File: src/rtl/dbg_run_if.sv
// Board-side signal bundle of the Mock8080 debug/run-control unit.
// The board input drivers act as master; the controller is the slave.
interface dbg_run_if #(
  parameter int ADDR_W = 8,
  parameter int DATA_W = 8,
  parameter int TICK_W = 16
) ();

  logic              knob_pulse;
  logic              knob_dir;
  logic              btn_run;
  logic              btn_step;
  logic              btn_fast;
  logic [DATA_W-1:0] dbg_data_in;
  logic              cpu_tick;
  logic              running;
  logic              fast_mode;
  logic [ADDR_W-1:0] dbg_addr;
  logic              lcd_refresh;
  logic [TICK_W-1:0] tick_count;

  modport master (
    output knob_pulse, knob_dir, btn_run, btn_step, btn_fast, dbg_data_in,
    input  cpu_tick, running, fast_mode, dbg_addr, lcd_refresh, tick_count
  );

  modport slave (
    input  knob_pulse, knob_dir, btn_run, btn_step, btn_fast, dbg_data_in,
    output cpu_tick, running, fast_mode, dbg_addr, lcd_refresh, tick_count
  );

endinterface

File: src/rtl/dbg_run_controller.sv
// Debug and run-control unit for the Mock8080 board: CPU tick enable with
// RUN/HALT/single-STEP, rotary-encoder-driven debug address with selectable
// step size, and an LCD refresh request whenever the shown address or data changes.
module dbg_run_controller #(
  parameter int ADDR_W     = 8,
  parameter int DATA_W     = 8,
  parameter int DIV_PERIOD = 100000000,
  parameter int FAST_STEP  = 16,
  parameter int TICK_W     = 16
) (
  input logic     qzt_clk,
  input logic     reset_n,
  dbg_run_if.slave bus
);

  localparam int                DIV_W    = (DIV_PERIOD > 2) ? $clog2(DIV_PERIOD) : 1;
  localparam logic [DIV_W-1:0]  DIV_LAST = DIV_W'(DIV_PERIOD - 1);
  localparam logic [ADDR_W-1:0] FAST_INC = ADDR_W'(FAST_STEP);
  localparam logic [ADDR_W-1:0] SLOW_INC = ADDR_W'(1);

  typedef enum logic [1:0] {
    ST_HALT = 2'd0,
    ST_RUN  = 2'd1,
    ST_STEP = 2'd2
  } state_t;

  // Debug address update; ADDR_W-bit arithmetic gives the wrap in both directions.
  function automatic logic [ADDR_W-1:0] step_addr(
    input logic [ADDR_W-1:0] addr,
    input logic              dir,
    input logic              fast
  );
    logic [ADDR_W-1:0] inc;
    inc = fast ? FAST_INC : SLOW_INC;
    return dir ? (addr + inc) : (addr - inc);
  endfunction

  state_t              state;
  state_t              state_next;
  logic [DIV_W-1:0]    div_cnt;
  logic [DIV_W-1:0]    div_next;
  logic                tick_next;

  logic                btn_run_p0;
  logic                btn_step_p0;
  logic                btn_fast_p0;
  logic                run_edge;
  logic                step_edge;
  logic                fast_edge;

  logic                tick_p0;
  logic [TICK_W-1:0]   tick_cnt;
  logic                fast_p0;
  logic [ADDR_W-1:0]   addr_reg;

  logic [ADDR_W-1:0]   addr_p0;
  logic [DATA_W-1:0]   data_p0;
  logic                init_p0;
  logic                lcd_p0;
  logic                lcd_next;

  assign run_edge  = bus.btn_run  & ~btn_run_p0;
  assign step_edge = bus.btn_step & ~btn_step_p0;
  assign fast_edge = bus.btn_fast & ~btn_fast_p0;

  // Button history registers for rising-edge detection.
  always_ff @(posedge qzt_clk or negedge reset_n) begin
    if (!reset_n) begin
      btn_run_p0  <= 1'b0;
      btn_step_p0 <= 1'b0;
      btn_fast_p0 <= 1'b0;
    end else begin
      btn_run_p0  <= bus.btn_run;
      btn_step_p0 <= bus.btn_step;
      btn_fast_p0 <= bus.btn_fast;
    end
  end

  // FSM state, divider and the registered CPU tick.
  always_ff @(posedge qzt_clk or negedge reset_n) begin
    if (!reset_n) begin
      state   <= ST_HALT;
      div_cnt <= '0;
      tick_p0 <= 1'b0;
    end else begin
      state   <= state_next;
      div_cnt <= div_next;
      tick_p0 <= tick_next;
    end
  end

  // Next state, divider and tick. btn_run beats btn_step in HALT; a run
  // edge leaving RUN suppresses a tick that would otherwise be due.
  always_comb begin
    state_next = state;
    div_next   = '0;
    tick_next  = 1'b0;
    case (state)
      ST_HALT: begin
        if (run_edge) begin
          state_next = ST_RUN;
        end else if (step_edge) begin
          state_next = ST_STEP;
          tick_next  = 1'b1;
        end
      end
      ST_RUN: begin
        if (run_edge) begin
          state_next = ST_HALT;
        end else if (div_cnt == DIV_LAST) begin
          tick_next = 1'b1;
        end else begin
          div_next = div_cnt + DIV_W'(1);
        end
      end
      ST_STEP: begin
        state_next = ST_HALT;
      end
      default: begin
        state_next = ST_HALT;
      end
    endcase
  end

  // Count of issued CPU ticks, free-wrapping.
  always_ff @(posedge qzt_clk or negedge reset_n) begin
    if (!reset_n) begin
      tick_cnt <= '0;
    end else if (tick_p0) begin
      tick_cnt <= tick_cnt + TICK_W'(1);
    end
  end

  // Fast-mode toggle and debug address; the step uses fast mode before any toggle.
  always_ff @(posedge qzt_clk or negedge reset_n) begin
    if (!reset_n) begin
      fast_p0  <= 1'b0;
      addr_reg <= '0;
    end else begin
      if (fast_edge) begin
        fast_p0 <= ~fast_p0;
      end
      if (bus.knob_pulse) begin
        addr_reg <= step_addr(addr_reg, bus.knob_dir, fast_p0);
      end
    end
  end

  assign lcd_next = (addr_reg != addr_p0) || (bus.dbg_data_in != data_p0) || !init_p0;

  // Watch registers and the registered LCD refresh request; init_p0 forces
  // one redraw on the first clock after reset.
  always_ff @(posedge qzt_clk or negedge reset_n) begin
    if (!reset_n) begin
      addr_p0 <= '0;
      data_p0 <= '0;
      init_p0 <= 1'b0;
      lcd_p0  <= 1'b0;
    end else begin
      addr_p0 <= addr_reg;
      data_p0 <= bus.dbg_data_in;
      init_p0 <= 1'b1;
      lcd_p0  <= lcd_next;
    end
  end

  assign bus.cpu_tick    = tick_p0;
  assign bus.running     = (state == ST_RUN);
  assign bus.fast_mode   = fast_p0;
  assign bus.dbg_addr    = addr_reg;
  assign bus.lcd_refresh = lcd_p0;
  assign bus.tick_count  = tick_cnt;

endmodule
File: src/flat_wrapper.sv
// flat-port wrapper written by rule: the top's interface ports become plain ports
module dbg_run_controller_flat 
#(
  parameter int ADDR_W     = 8,
  parameter int DATA_W     = 8,
  parameter int DIV_PERIOD = 100000000,
  parameter int FAST_STEP  = 16,
  parameter int TICK_W     = 16
)
  (qzt_clk, reset_n, bus_knob_pulse, bus_knob_dir, bus_btn_run, bus_btn_step, bus_btn_fast, bus_dbg_data_in, bus_cpu_tick, bus_running, bus_fast_mode, bus_dbg_addr, bus_lcd_refresh, bus_tick_count);
  dbg_run_if #(.ADDR_W(ADDR_W), .DATA_W(DATA_W), .TICK_W(TICK_W)) bus_i ();
  input logic qzt_clk;
  input logic reset_n;
  input wire logic [$bits(bus_i.knob_pulse)-1:0] bus_knob_pulse;
  input wire logic [$bits(bus_i.knob_dir)-1:0] bus_knob_dir;
  input wire logic [$bits(bus_i.btn_run)-1:0] bus_btn_run;
  input wire logic [$bits(bus_i.btn_step)-1:0] bus_btn_step;
  input wire logic [$bits(bus_i.btn_fast)-1:0] bus_btn_fast;
  input wire logic [$bits(bus_i.dbg_data_in)-1:0] bus_dbg_data_in;
  output wire logic [$bits(bus_i.cpu_tick)-1:0] bus_cpu_tick;
  output wire logic [$bits(bus_i.running)-1:0] bus_running;
  output wire logic [$bits(bus_i.fast_mode)-1:0] bus_fast_mode;
  output wire logic [$bits(bus_i.dbg_addr)-1:0] bus_dbg_addr;
  output wire logic [$bits(bus_i.lcd_refresh)-1:0] bus_lcd_refresh;
  output wire logic [$bits(bus_i.tick_count)-1:0] bus_tick_count;
  assign bus_i.knob_pulse = bus_knob_pulse;
  assign bus_i.knob_dir = bus_knob_dir;
  assign bus_i.btn_run = bus_btn_run;
  assign bus_i.btn_step = bus_btn_step;
  assign bus_i.btn_fast = bus_btn_fast;
  assign bus_i.dbg_data_in = bus_dbg_data_in;
  assign bus_cpu_tick = bus_i.cpu_tick;
  assign bus_running = bus_i.running;
  assign bus_fast_mode = bus_i.fast_mode;
  assign bus_dbg_addr = bus_i.dbg_addr;
  assign bus_lcd_refresh = bus_i.lcd_refresh;
  assign bus_tick_count = bus_i.tick_count;
  dbg_run_controller #(.ADDR_W(ADDR_W), .DATA_W(DATA_W), .DIV_PERIOD(DIV_PERIOD), .FAST_STEP(FAST_STEP), .TICK_W(TICK_W)) u_core (.qzt_clk(qzt_clk), .reset_n(reset_n), .bus(bus_i));
endmodule
File: config.mk
export PLATFORM = sky130hd
export DESIGN_NAME = dbg_run_controller_flat
export DESIGN_NICKNAME = d
export VERILOG_FILES = /design/src/rtl/dbg_run_if.sv /design/src/rtl/dbg_run_controller.sv /design/src/flat_wrapper.sv
export SDC_FILE = /design/constraint.sdc
export NUM_CORES = 1
export LEC_CHECK = 0
export ABC_AREA = 1
export ABC_CLOCK_PERIOD_IN_PS = 3400
export CORE_MARGIN = 2
export CORE_UTILIZATION = 55
export CTS_BUF_LIST = sky130_fd_sc_hd__clkbuf_8 sky130_fd_sc_hd__clkbuf_16
export CTS_CLUSTER_SIZE = 14
export DETAILED_ROUTE_END_ITERATION = 16
export PLACE_DENSITY = 0.88
export SLEW_MARGIN = 20
export SYNTH_ARGS = -nofsm -noshare
export SYNTH_HDL_FRONTEND = slang
export SYNTH_SLANG_ARGS = --single-unit
File: constraint.sdc
create_clock -name qzt_clk -period 3.4 [get_ports qzt_clk]
set_clock_uncertainty 0.1 [all_clocks]
set_input_delay 0.34 -clock qzt_clk [delete_from_list [all_inputs] [get_ports qzt_clk]]
set_output_delay 0.34 -clock qzt_clk [all_outputs]
set_load 0.01 [all_outputs]
==> reports/metrics.yaml, run 1 <==
yosys:
  syn_inst: 472
  fp_nets: 494
  yosysChipArea_mm2: 0.00383
  ys.flop_type: "dfrtp_1"
  ys_seq_share_pct: 49.7
  ys_async_sr_fraction_pct: 100
  yosysUniqueCellTypes: 31
layout:
  regArea_mm2: 0.00190
  area_growth_syn_to_layout_pct: 17.7
  mi_logic_area_mm2: 0.00164
  nNetsFinal: 544
  layout.nonclk_buf_share_pct: 9.28
  clkbuf_count: 10
  antenna_cells: 0
  largest_register: "u_core.div_cnt"
floorplan:
  chipArea_mm2: 0.00764
  fp_util_pct: 56.6
setup_path:
  cpMostUsedCell: "nand2_1"
  crit_start: "u_core.div_cnt[0]"
  worstPathRequired_ns: 3.54
  cp_data_arrival_time_ns: 2.18
  start_kind: "register"
  crit_family: "simple AND/OR/NAND/NOR gates"
  cpPeakStageDelay_ns: 0.47
  reg2reg_depth: 10
timing:
  slew_headroom_pct: 38.9
  min_period_ns: 2.04
  worst_pin_slew_ns: 0.917
status:
  status: "finished clean"
global_routing:
  busiest_layer: "met2"
  grt_pass1_wl_um: 14100
clocking:
  cts_num_sinks: 76
  clk_latency_ns: 0.35
  cts_resized: 0
  clkTransAtPathRegs_ns: 0.09
run:
  warnings: 26
  cap_viol_max_count: 0
drt:
  firstDrtPassIters: 5
  viasPerCell: 5.31
  first_iter_violations: 157
min_path:
  hold_class: "input pin to async pin"
placed_design:
  hpwlAfterDp_um: 5900
  gp_congestion: 0.937
power_and_ir_drop:
  powerDensity_mw_per_mm2: 592
-- run 1: cell families after synthesis --
logic type	after synthesis	synth area share [%]
AND-OR/OR-AND	27	4.35
XOR/XNOR	28	6.41
adder cells (fa/ha/maj)	7	2.29
buffers and inverters	75	7.58
flip-flops	76	49.7
other	1	0.0980
AND/OR/NAND/NOR	258	29.6
-- run 1: per-stage QoR --
step / cell area [µm²] / std cells / utilization, %
floorplan: 3830 / 472 / -
global placement: 4330 / 591 / 64.0
detailed placement: 4330 / 591 / 64.0
CTS: 4500 / 607 / 66.6
global route: 4500 / 607 / 66.6
finish: 4500 / 607 / 66.6
run_1/met1.png
Scale bar: 20 µm. Cells faint in the background.
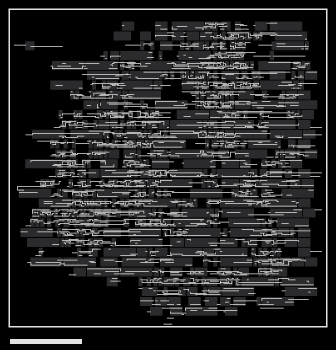
The layer holds 42% of the routed length. The wires run mostly horizontal. The layer carries 3,440 µm of wire. The longest straight run is 20.7 µm. 504 nets have wire on it.
Vias: 3,225
met1 usage: 28.2%

run_1/met2.png
Cells faint in the background.
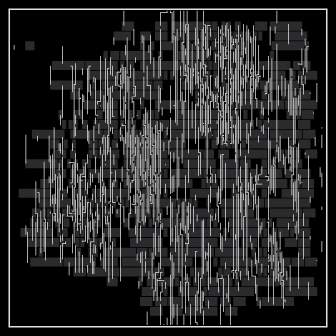
The layer carries 4,100 µm of wire. 462 nets have wire on it. The longest straight run is 27.2 µm.
M2 GR Usage: 39.0%
final WL: 8210 µm

run_1/met3.png
Scale bar: 20 µm. Cells faint in the background.
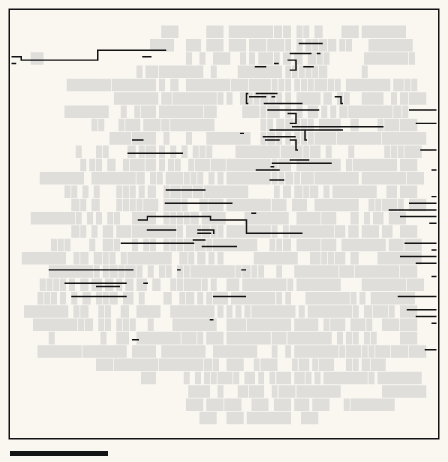
The wires run mostly horizontal. The layer carries 400 µm of wire. The longest straight run is 18.4 µm.
met3 Resource Use GR: 4.27%

run_1/final_placement.png
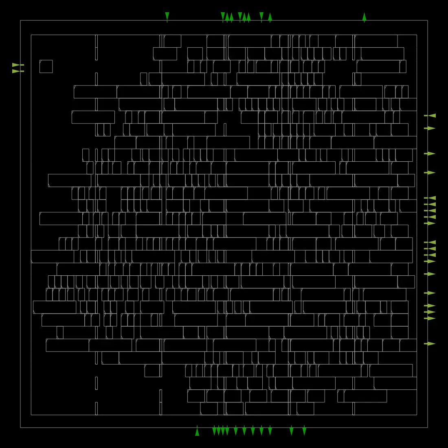
Tap Cells: 80
Seq area share: 42.2%
row cnt: 30
Core ar.: 0.00676 mm²
Post-Route Utilization: 66.6%

==> inputs of run 2 (changes only) <==
--- a/config.mk
+++ b/config.mk
@@ -6,7 +6,7 @@
 export NUM_CORES = 1
 export LEC_CHECK = 0
 export ABC_AREA = 1
-export ABC_CLOCK_PERIOD_IN_PS = 3400
+export ABC_CLOCK_PERIOD_IN_PS = 2100
 export CORE_MARGIN = 2
 export CORE_UTILIZATION = 55
 export CTS_BUF_LIST = sky130_fd_sc_hd__clkbuf_8 sky130_fd_sc_hd__clkbuf_16
==> constraint.sdc (replaced) <==
create_clock -name qzt_clk -period 2.1 [get_ports qzt_clk]
set_clock_uncertainty 0.1 [all_clocks]
set_input_delay 0.21 -clock qzt_clk [delete_from_list [all_inputs] [get_ports qzt_clk]]
set_output_delay 0.21 -clock qzt_clk [all_outputs]
set_load 0.01 [all_outputs]
run_2/met3.png
Scale bar: 20 µm. Cells faint in the background.
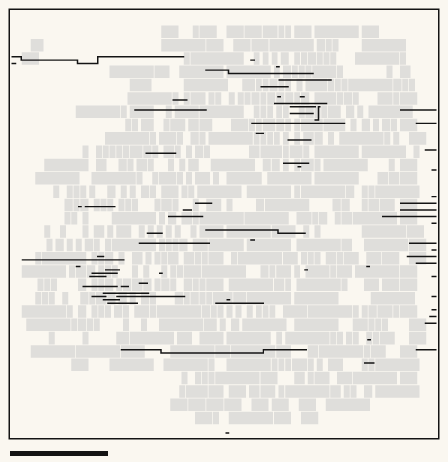
The wires run mostly horizontal. The longest straight run is 20.9 µm. 57 nets have wire on it. The layer carries 408 µm of wire.
met3 Resource Use GR: 5.31%
Vias: 3,272
final WL: 8160 µm

run_2/registers.png
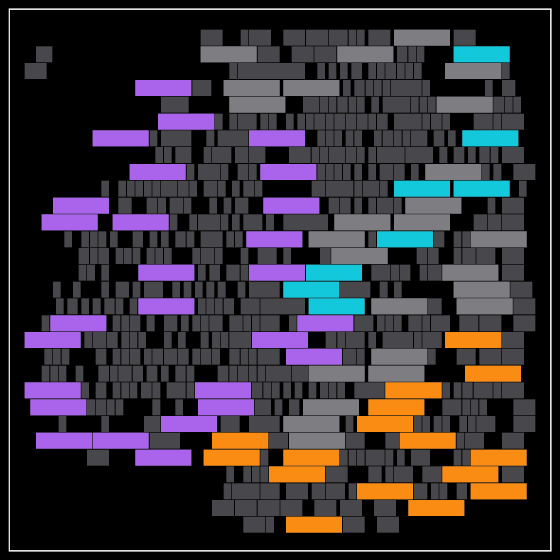
Key: u_core.bus.tick_count = orange [placed flops 16]; u_core.addr_p0 = cyan [placed flops 8]; u_core.div_cnt = purple [placed flops 27]
sequential power: 1910 µW
Seq area share: 41.6%
Sequential Area: 0.00190 mm²
Post-Route Utilization: 67.7%

==> run 2 against run 1 <==
  * Count of clock-buffer cells in the layout fell by 1
  * Wire length fell by 0.57%
  * Utilization rose by 1.1 points
  * Cell count rose by 0.66%
  * Final area rose by 1.6%
  * Sequential share of layout area fell by 0.68 points
  * Critical path depth fell by 1
  * Synthesized cell count did not move
  * Maximum frequency rose by 8.7%
  * Power rose by 65%
  * Largest power group unchanged
==> reports/metrics.yaml, run 2 <==
layout:
  nNetsFinal: 550  # +1.1%
  layout.nonclk_buf_share_pct: 10.7  # +1.4 points
  area_growth_syn_to_layout_pct: 19.6
  clkbuf_count: 9  # -1
  largest_register: "u_core.div_cnt"
  final_cells: 611  # +0.66%
  mi_logic_area_mm2: 0.00164  # unchanged
  antenna_cells: 0  # unchanged
  fillers: 518
  design_area_mm2: 0.00458  # +1.6%
floorplan:
  fp_util_pct: 56.6  # unchanged
  chipArea_mm2: 0.00764  # unchanged
  core_mm2: 0.00676  # unchanged
  n_tap_cell: 80  # unchanged
  std_cell_rows: 30  # unchanged
yosys:
  compound_area_share_pct: 4.35  # unchanged
  syn_inst: 472  # unchanged
  synth-xor-area-share_pct: 6.41  # unchanged
  ys_async_sr_fraction_pct: 100  # unchanged
  ys_seq_share_pct: 49.7  # unchanged
  fp_nets: 494  # unchanged
  ys_sh_mux_pct: 0  # unchanged
  yosysChipArea_mm2: 0.00383  # unchanged
  yosysUniqueCellTypes: 31  # unchanged
  synthTopLogicFamily: "simple AND/OR/NAND/NOR gates"
  ys.flop_type: "dfrtp_1"
  fa_ha_area_share_pct: 2.29  # unchanged
  simple_gate_share_pct: 29.6  # unchanged
setup_path:
  crit_start: "u_core.bus.fast_mode"
  cp_data_arrival_time_ns: 2.01  # -0.17 ns
  worstPathRequired_ns: 2.24  # -1.30 ns
  start_kind: "register"
  cpPeakStageDelay_ns: 0.40  # -0.07 ns
  crit_family: "flip-flops"
drt:
  firstDrtPassIters: 5  # unchanged
  viasPerCell: 5.36  # +0.79%
global_routing:
  grt_pass1_wl_um: 13600  # -3.5%
  antenna_found_initial: 0
  gr-usage-met1_pct: 28.3  # +0.062 points
  grt_use_total_pct: 22.7
run:
  cap_viol_max_count: 0  # unchanged
  warnings: 26  # unchanged
timing:
  min_period_ns: 1.88  # -0.163 ns
  hold_viol: 0
status:
  status: "finished clean"
clocking:
  cts_num_sinks: 76  # unchanged
  cts_resized: 0  # unchanged
  clkTransAtPathRegs_ns: 0.08  # about the same
placed_design:
  gp_congestion: 0.974  # +4.0%
  dpl.cell_count: 596  # +0.85%
  placed_area_mm2: 0.00439  # +1.4%
power_and_ir_drop:
  powerDensity_mw_per_mm2: 960  # +62%
run 2: cell count changes in the layout (fill, tap and decap cells not counted), sizes merged:
cell,previous run,this run
buf,1,6
bufinv,0,1
clkbuf,10,9
clkinv,0,2
dlygate4sd3,0,1
inv,76,72
run 2: power breakdown:
part | switching [µW] | internal, µW | leakage [µW]
Combinational | 800 | 639 | 0.00106
Sequential | 219 | 1690 | 0.000986
Clock | 515 | 531 | 0.0000870
run 2: worst min path at each step:
stage                                   from                  to
after global routing      bus_dbg_data_in[6]   u_core.data_p0[6]
after detailed placement             reset_n   u_core.div_cnt[1]
after global placement               reset_n  u_core.btn_fast_p0
final                           bus_btn_fast  u_core.btn_fast_p0
after floorplan                      reset_n   u_core.addr_p0[0]
after CTS                       bus_btn_fast  u_core.btn_fast_p0
Power figures rest on the tool's default switching activity, not on a simulated workload.
